### src/rtl/maze_pkg.sv
// Shared definitions for the maze run sequencer slice.
// Provides the default maze geometry, the sequencer state encoding and
// the {row,col} cell-address helper used to index the 1-bit-per-cell maze
// memory.
package maze_pkg;

    localparam int ROWS  = 16;
    localparam int COLS  = 16;
    localparam int ROW_W = $clog2(ROWS);
    localparam int COL_W = $clog2(COLS);
    localparam int LOC_W = ROW_W + COL_W;
    localparam int CNT_W = 16;

    // Sequencer state encoding; also driven out on the debug state port.
    typedef logic [2:0] state_t;
    localparam state_t ST_IDLE       = 3'd0;
    localparam state_t ST_LOAD_WAIT  = 3'd1;
    localparam state_t ST_LOAD_WRITE = 3'd2;
    localparam state_t ST_START      = 3'd3;
    localparam state_t ST_SOLVE      = 3'd4;
    localparam state_t ST_RESULT     = 3'd5;

    // Cell address: row in the upper bits, column in the lower bits.
    function automatic logic [LOC_W-1:0] maze_loc(input logic [ROW_W-1:0] row,
                                                  input logic [COL_W-1:0] col);
        return {row, col};
    endfunction

endpackage

### src/rtl/maze_mem_mux.sv
// Maze memory port arbiter.
// Selects between the sequencer's load-phase write port and the solver's
// port. Solver strobes are forwarded, and read data returned, only while
// the solver is live; otherwise the solver sees 0 and its strobes are dropped.
// Ports:
//   grant     solver owns the address/data path (START and SOLVE)
//   sol_live  solver strobes forwarded and read data returned (SOLVE only)
//   seq_*     sequencer load port (write only)
//   sol_*     solver port in, sol_dout back to solver
//   mem_*     maze memory port
module maze_mem_mux #(
    parameter int LOC_W = 8
) (
    input  logic             grant,
    input  logic             sol_live,
    input  logic [LOC_W-1:0] seq_loc,
    input  logic             seq_wr,
    input  logic             seq_din,
    input  logic [LOC_W-1:0] sol_loc,
    input  logic             sol_rd,
    input  logic             sol_wr,
    input  logic             sol_din,
    output logic             sol_dout,
    output logic [LOC_W-1:0] mem_loc,
    output logic             mem_rd,
    output logic             mem_wr,
    output logic             mem_din,
    input  logic             mem_dout
);

    always_comb begin
        mem_loc  = seq_loc;
        mem_din  = seq_din;
        mem_rd   = 1'b0;
        mem_wr   = seq_wr;
        sol_dout = 1'b0;
        if (grant) begin
            mem_loc = sol_loc;
            mem_din = sol_din;
            mem_rd  = sol_live & sol_rd;
            mem_wr  = sol_live & sol_wr;
        end
        if (sol_live) begin
            sol_dout = mem_dout;
        end
    end

endmodule

### src/rtl/maze_run_sequencer.sv
// Session-level sequencer for the rat-in-maze solver.
// Loads a maze row by row from the host into the maze memory, hands the
// memory port to the solver, launches it, watches done/fail under a cycle
// watchdog and holds the result until the next session or an abort.
// Handshake: a row transfers on a rising edge where row_valid and row_ready
// are both 1; row_ready depends only on state, never on row_valid.
// Ports:
//   clk, rst              clock, synchronous active-high reset
//   host_start, abort     session control from the host
//   row_valid/ready/data  host row stream, bit c of row_data = cell (row,c)
//   sol_*                 solver memory port and control/status
//   mem_*                 maze memory port
//   busy, result_*        session status and result
//   cycle_count           solve cycles elapsed (saturating)
//   state                 current sequencer state (debug)
module maze_run_sequencer #(
    parameter int                          ROWS        = maze_pkg::ROWS,
    parameter int                          COLS        = maze_pkg::COLS,
    parameter int                          LOC_W       = maze_pkg::LOC_W,
    parameter int                          CNT_W       = maze_pkg::CNT_W,
    parameter logic [CNT_W-1:0]            CYCLE_LIMIT = {CNT_W{1'b1}}
) (
    input  logic             clk,
    input  logic             rst,
    input  logic             host_start,
    input  logic             abort,
    input  logic             row_valid,
    output logic             row_ready,
    input  logic [COLS-1:0]  row_data,
    input  logic [LOC_W-1:0] sol_loc,
    input  logic             sol_rd,
    input  logic             sol_wr,
    input  logic             sol_din,
    output logic             sol_dout,
    output logic [LOC_W-1:0] mem_loc,
    output logic             mem_rd,
    output logic             mem_wr,
    output logic             mem_din,
    input  logic             mem_dout,
    output logic             sol_start,
    output logic             sol_abort,
    input  logic             sol_done,
    input  logic             sol_fail,
    output logic             busy,
    output logic             result_valid,
    output logic             result_found,
    output logic             result_timeout,
    output logic [CNT_W-1:0] cycle_count,
    output logic [2:0]       state
);

    import maze_pkg::*;

    localparam int R_W = $clog2(ROWS);
    localparam int C_W = $clog2(COLS);

    state_t           state_q;
    logic [R_W-1:0]   row_q;
    logic [C_W-1:0]   col_q;
    logic [COLS-1:0]  row_buf;
    logic             found_q;
    logic             timeout_q;
    logic [CNT_W-1:0] count_q;

    logic             in_solve;
    logic             grant;
    logic [CNT_W-1:0] count_inc;
    logic             limit_hit;

    assign in_solve  = (state_q == ST_SOLVE);
    assign grant     = (state_q == ST_START) || in_solve;
    assign count_inc = (count_q == {CNT_W{1'b1}}) ? count_q : count_q + CNT_W'(1);
    // The cycle that brings the count to the limit is the last allowed one;
    // a done/fail reported in that same cycle takes precedence.
    assign limit_hit = in_solve && !sol_done && !sol_fail && (count_inc == CYCLE_LIMIT);

    always_ff @(posedge clk) begin
        if (rst) begin
            state_q   <= ST_IDLE;
            row_q     <= '0;
            col_q     <= '0;
            row_buf   <= '0;
            found_q   <= 1'b0;
            timeout_q <= 1'b0;
            count_q   <= '0;
        end else if (abort) begin
            state_q   <= ST_IDLE;
            row_q     <= '0;
            col_q     <= '0;
            found_q   <= 1'b0;
            timeout_q <= 1'b0;
        end else begin
            case (state_q)
                ST_IDLE, ST_RESULT: begin
                    if (host_start) begin
                        state_q   <= ST_LOAD_WAIT;
                        row_q     <= '0;
                        col_q     <= '0;
                        found_q   <= 1'b0;
                        timeout_q <= 1'b0;
                        count_q   <= '0;
                    end
                end
                ST_LOAD_WAIT: begin
                    if (row_valid) begin
                        row_buf <= row_data;
                        col_q   <= '0;
                        state_q <= ST_LOAD_WRITE;
                    end
                end
                ST_LOAD_WRITE: begin
                    if (col_q == {C_W{1'b1}}) begin
                        col_q <= '0;
                        if (row_q == {R_W{1'b1}}) begin
                            row_q   <= '0;
                            state_q <= ST_START;
                        end else begin
                            row_q   <= row_q + R_W'(1);
                            state_q <= ST_LOAD_WAIT;
                        end
                    end else begin
                        col_q <= col_q + C_W'(1);
                    end
                end
                ST_START: begin
                    state_q <= ST_SOLVE;
                end
                ST_SOLVE: begin
                    count_q <= count_inc;
                    if (sol_done) begin
                        found_q <= 1'b1;
                        state_q <= ST_RESULT;
                    end else if (sol_fail) begin
                        state_q <= ST_RESULT;
                    end else if (limit_hit) begin
                        timeout_q <= 1'b1;
                        state_q   <= ST_RESULT;
                    end
                end
                default: begin
                    state_q <= ST_IDLE;
                end
            endcase
        end
    end

    assign row_ready      = (state_q == ST_LOAD_WAIT);
    assign sol_start      = (state_q == ST_START);
    // The solver is reset both on a host abort while it owns the memory and
    // on the watchdog cycle.
    assign sol_abort      = (abort && grant) || limit_hit;
    assign busy           = (state_q == ST_LOAD_WAIT) || (state_q == ST_LOAD_WRITE) || grant;
    assign result_valid   = (state_q == ST_RESULT);
    assign result_found   = found_q;
    assign result_timeout = timeout_q;
    assign cycle_count    = count_q;
    assign state          = state_q;

    maze_mem_mux #(
        .LOC_W (LOC_W)
    ) u_mux (
        .grant    (grant),
        .sol_live (in_solve),
        .seq_loc  ({row_q, col_q}),
        .seq_wr   (state_q == ST_LOAD_WRITE),
        .seq_din  (row_buf[col_q]),
        .sol_loc  (sol_loc),
        .sol_rd   (sol_rd),
        .sol_wr   (sol_wr),
        .sol_din  (sol_din),
        .sol_dout (sol_dout),
        .mem_loc  (mem_loc),
        .mem_rd   (mem_rd),
        .mem_wr   (mem_wr),
        .mem_din  (mem_din),
        .mem_dout (mem_dout)
    );

endmodule

### config.mk
export PLATFORM = sky130hd
export DESIGN_NAME = maze_run_sequencer
export DESIGN_NICKNAME = d
export VERILOG_FILES = /design/src/rtl/maze_pkg.sv /design/src/rtl/maze_mem_mux.sv /design/src/rtl/maze_run_sequencer.sv
export SDC_FILE = /design/constraint.sdc
export NUM_CORES = 1
export LEC_CHECK = 0
export ABC_AREA = 1
export CAP_MARGIN = 20
export CORE_ASPECT_RATIO = 1.1
export CORE_MARGIN = 2
export CORE_UTILIZATION = 50
export DETAILED_ROUTE_END_ITERATION = 8
export PLACE_DENSITY_LB_ADDON = 0.15
export SLEW_MARGIN = 20
export SYNTH_ARGS = -nofsm -noshare
export SYNTH_HDL_FRONTEND = slang
export SYNTH_SLANG_ARGS = --single-unit
### constraint.sdc
create_clock -name clk -period 6.1 [get_ports clk]
set_input_delay 1.22 -clock clk [delete_from_list [all_inputs] [get_ports clk]]
set_output_delay 1.22 -clock clk [all_outputs]
set_load 0.02 [all_outputs]
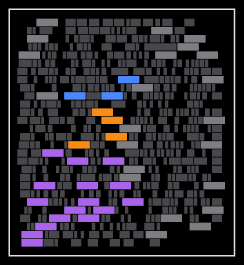
(images/ff_map.png)
(3 px per um)
- blue: `state` (placed flops 3)
- purple: `row_buf` (placed flops 16)
- orange: `col_q` (placed flops 4; where middle)

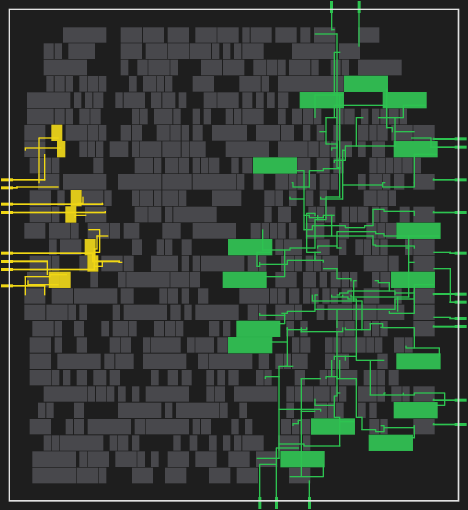
(images/port_trees.png)
(6 px per um)
- yellow: `mem_loc` (bits 8; direction output; end cells 8; buffers 8; wire 150 um)
- green: `cycle_count` (bits 16; direction output; end cells 16; buffers 16; wire 756 um)

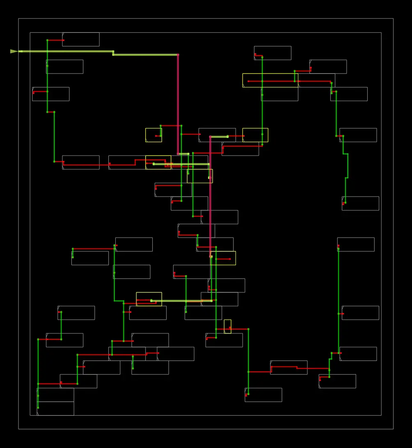
(images/clock_nets.png)
num sequential: 45
CTS Buf Count: 5
TritonCTS Sinks: 45
final setup skew: 0.00742 ns

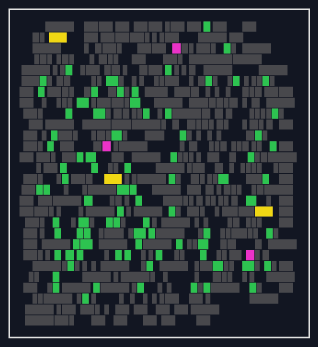
(images/gates.png)
(4 px per um)
- magenta: and/or cells (cells 3; most used or2_2)
- yellow: fa/ha/maj cells (cells 3; most used ha_1)
- green: aoi and oai cells (cells 83; most used o21ai_0)

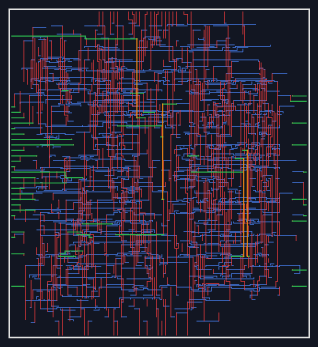
(images/layers.png)
(4 px per um)
- red: M2 (wire length 3480 um)
- orange: M4 (wire length 94.5 um)
- green: M3 (wire length 273 um)
- blue: M1 (wire length 2970 um)

==> results_slide.txt <==
Implementation Results

Setup path
  – Crit path from: sol_done
  – Reg2Reg Depth: 8
  – WP buf/inv: 2
  – Slowest cell delay on critical path: about 0.63 ns
  – R2r startpoint: state[2]
  – Crit path to: sol_abort
  – Worst Path Class, Setup: primary input to output port
  – CP cell instances: clkdlybuf4s50_1, or2_2, nor2_1, nand3_1, o21ai_0, clkdlybuf4s50_1

Logic synthesis
  – Avg Inst Size Synth: about 6.5 um2
  – Synth top cell by count: nand2_1
  – Syn nets: 463
  – Synthesized instance count: roughly 430
  – Synth warnings: 0
  – Register share after synthesis: between 30 and 40%
  – Cell variety after synth: 35

Place
  – Final GP Congestion: approximately 0.92
  – Port bufs: between 70 and 80
  – Pre-CTS setup slack: roughly 2.0 ns
  – Placed Cells: 560
  – DP Area: roughly 0.0035 mm2
  – Post-detail-place hpwl: 5110 um

Finish
  – Tally of non-filler cells in the final layout: 568
  – Dominant logic cell types in the final layout: nand2_1, clkdlybuf4s50_1, nor2_1
  – Fin area: 0.00361 mm2
  – Register area: approximately 900 um2

Power and ir drop
  – P_leak: 1.35 nW
  – P_comb: roughly 0.00011 W
  – Clk network pwr share: 35.4%
  – Worst ir drop on vdd: between 0.00009 and 0.0001 V
  – Net switching power: approximately 0.00017 W
  – Power Total: 0.000644 W

Clocking
  – Clock transition at path regs: roughly 0.09 ns
  – CTS tree: built

Hold path
  – WHS Path Cells: 2
  – Worst min-delay path startpoint: result_found
  – Min-Delay Path Class: flop to flop
  – Hold Path End: result_found

Run status
  – Status: finished clean

Routing
  – Drt drc: 0
  – Pre-Repair DR Iteration Count: 4
  – Vias per cell: approximately 5.2
  – Max Used Layer: met4

Final timing
  – Setup TNS: 0 ns
==> cell families (layout without fill, tap and decap cells) <==
group           after synthesis  in the layout  share of synthesized area, %
simple gates                235            235                          39.1
compound gates               83             83                          16.9
buf+inv                      53            121                          7.89
flops                        45             45                          32.8
xor+xnor                      6              6                          1.92
fa+ha+maj                     3              3                          1.37
==> area by class of cell <==
cell class	count	share of cell area, %
Clock buffer	6	2.01
Clock inverter	2	1.08
Inverter	41	4.27
Multi-Input combinational cell	327	45.1
Sequential cell	45	25.0
Tap cell	75	2.60
Timing Repair Buffer	72	20.0
==> layer usage <==
metal | GRT usage, % | vias up
li1 | - | 1514
met1 | 27.5 | 1367
met2 | 42.7 | 68
met3 | 4.29 | 9
met4 | 6.61 | 0
met5 | 0 | -
No activity file was given, so power comes from the tool's default toggle rates.
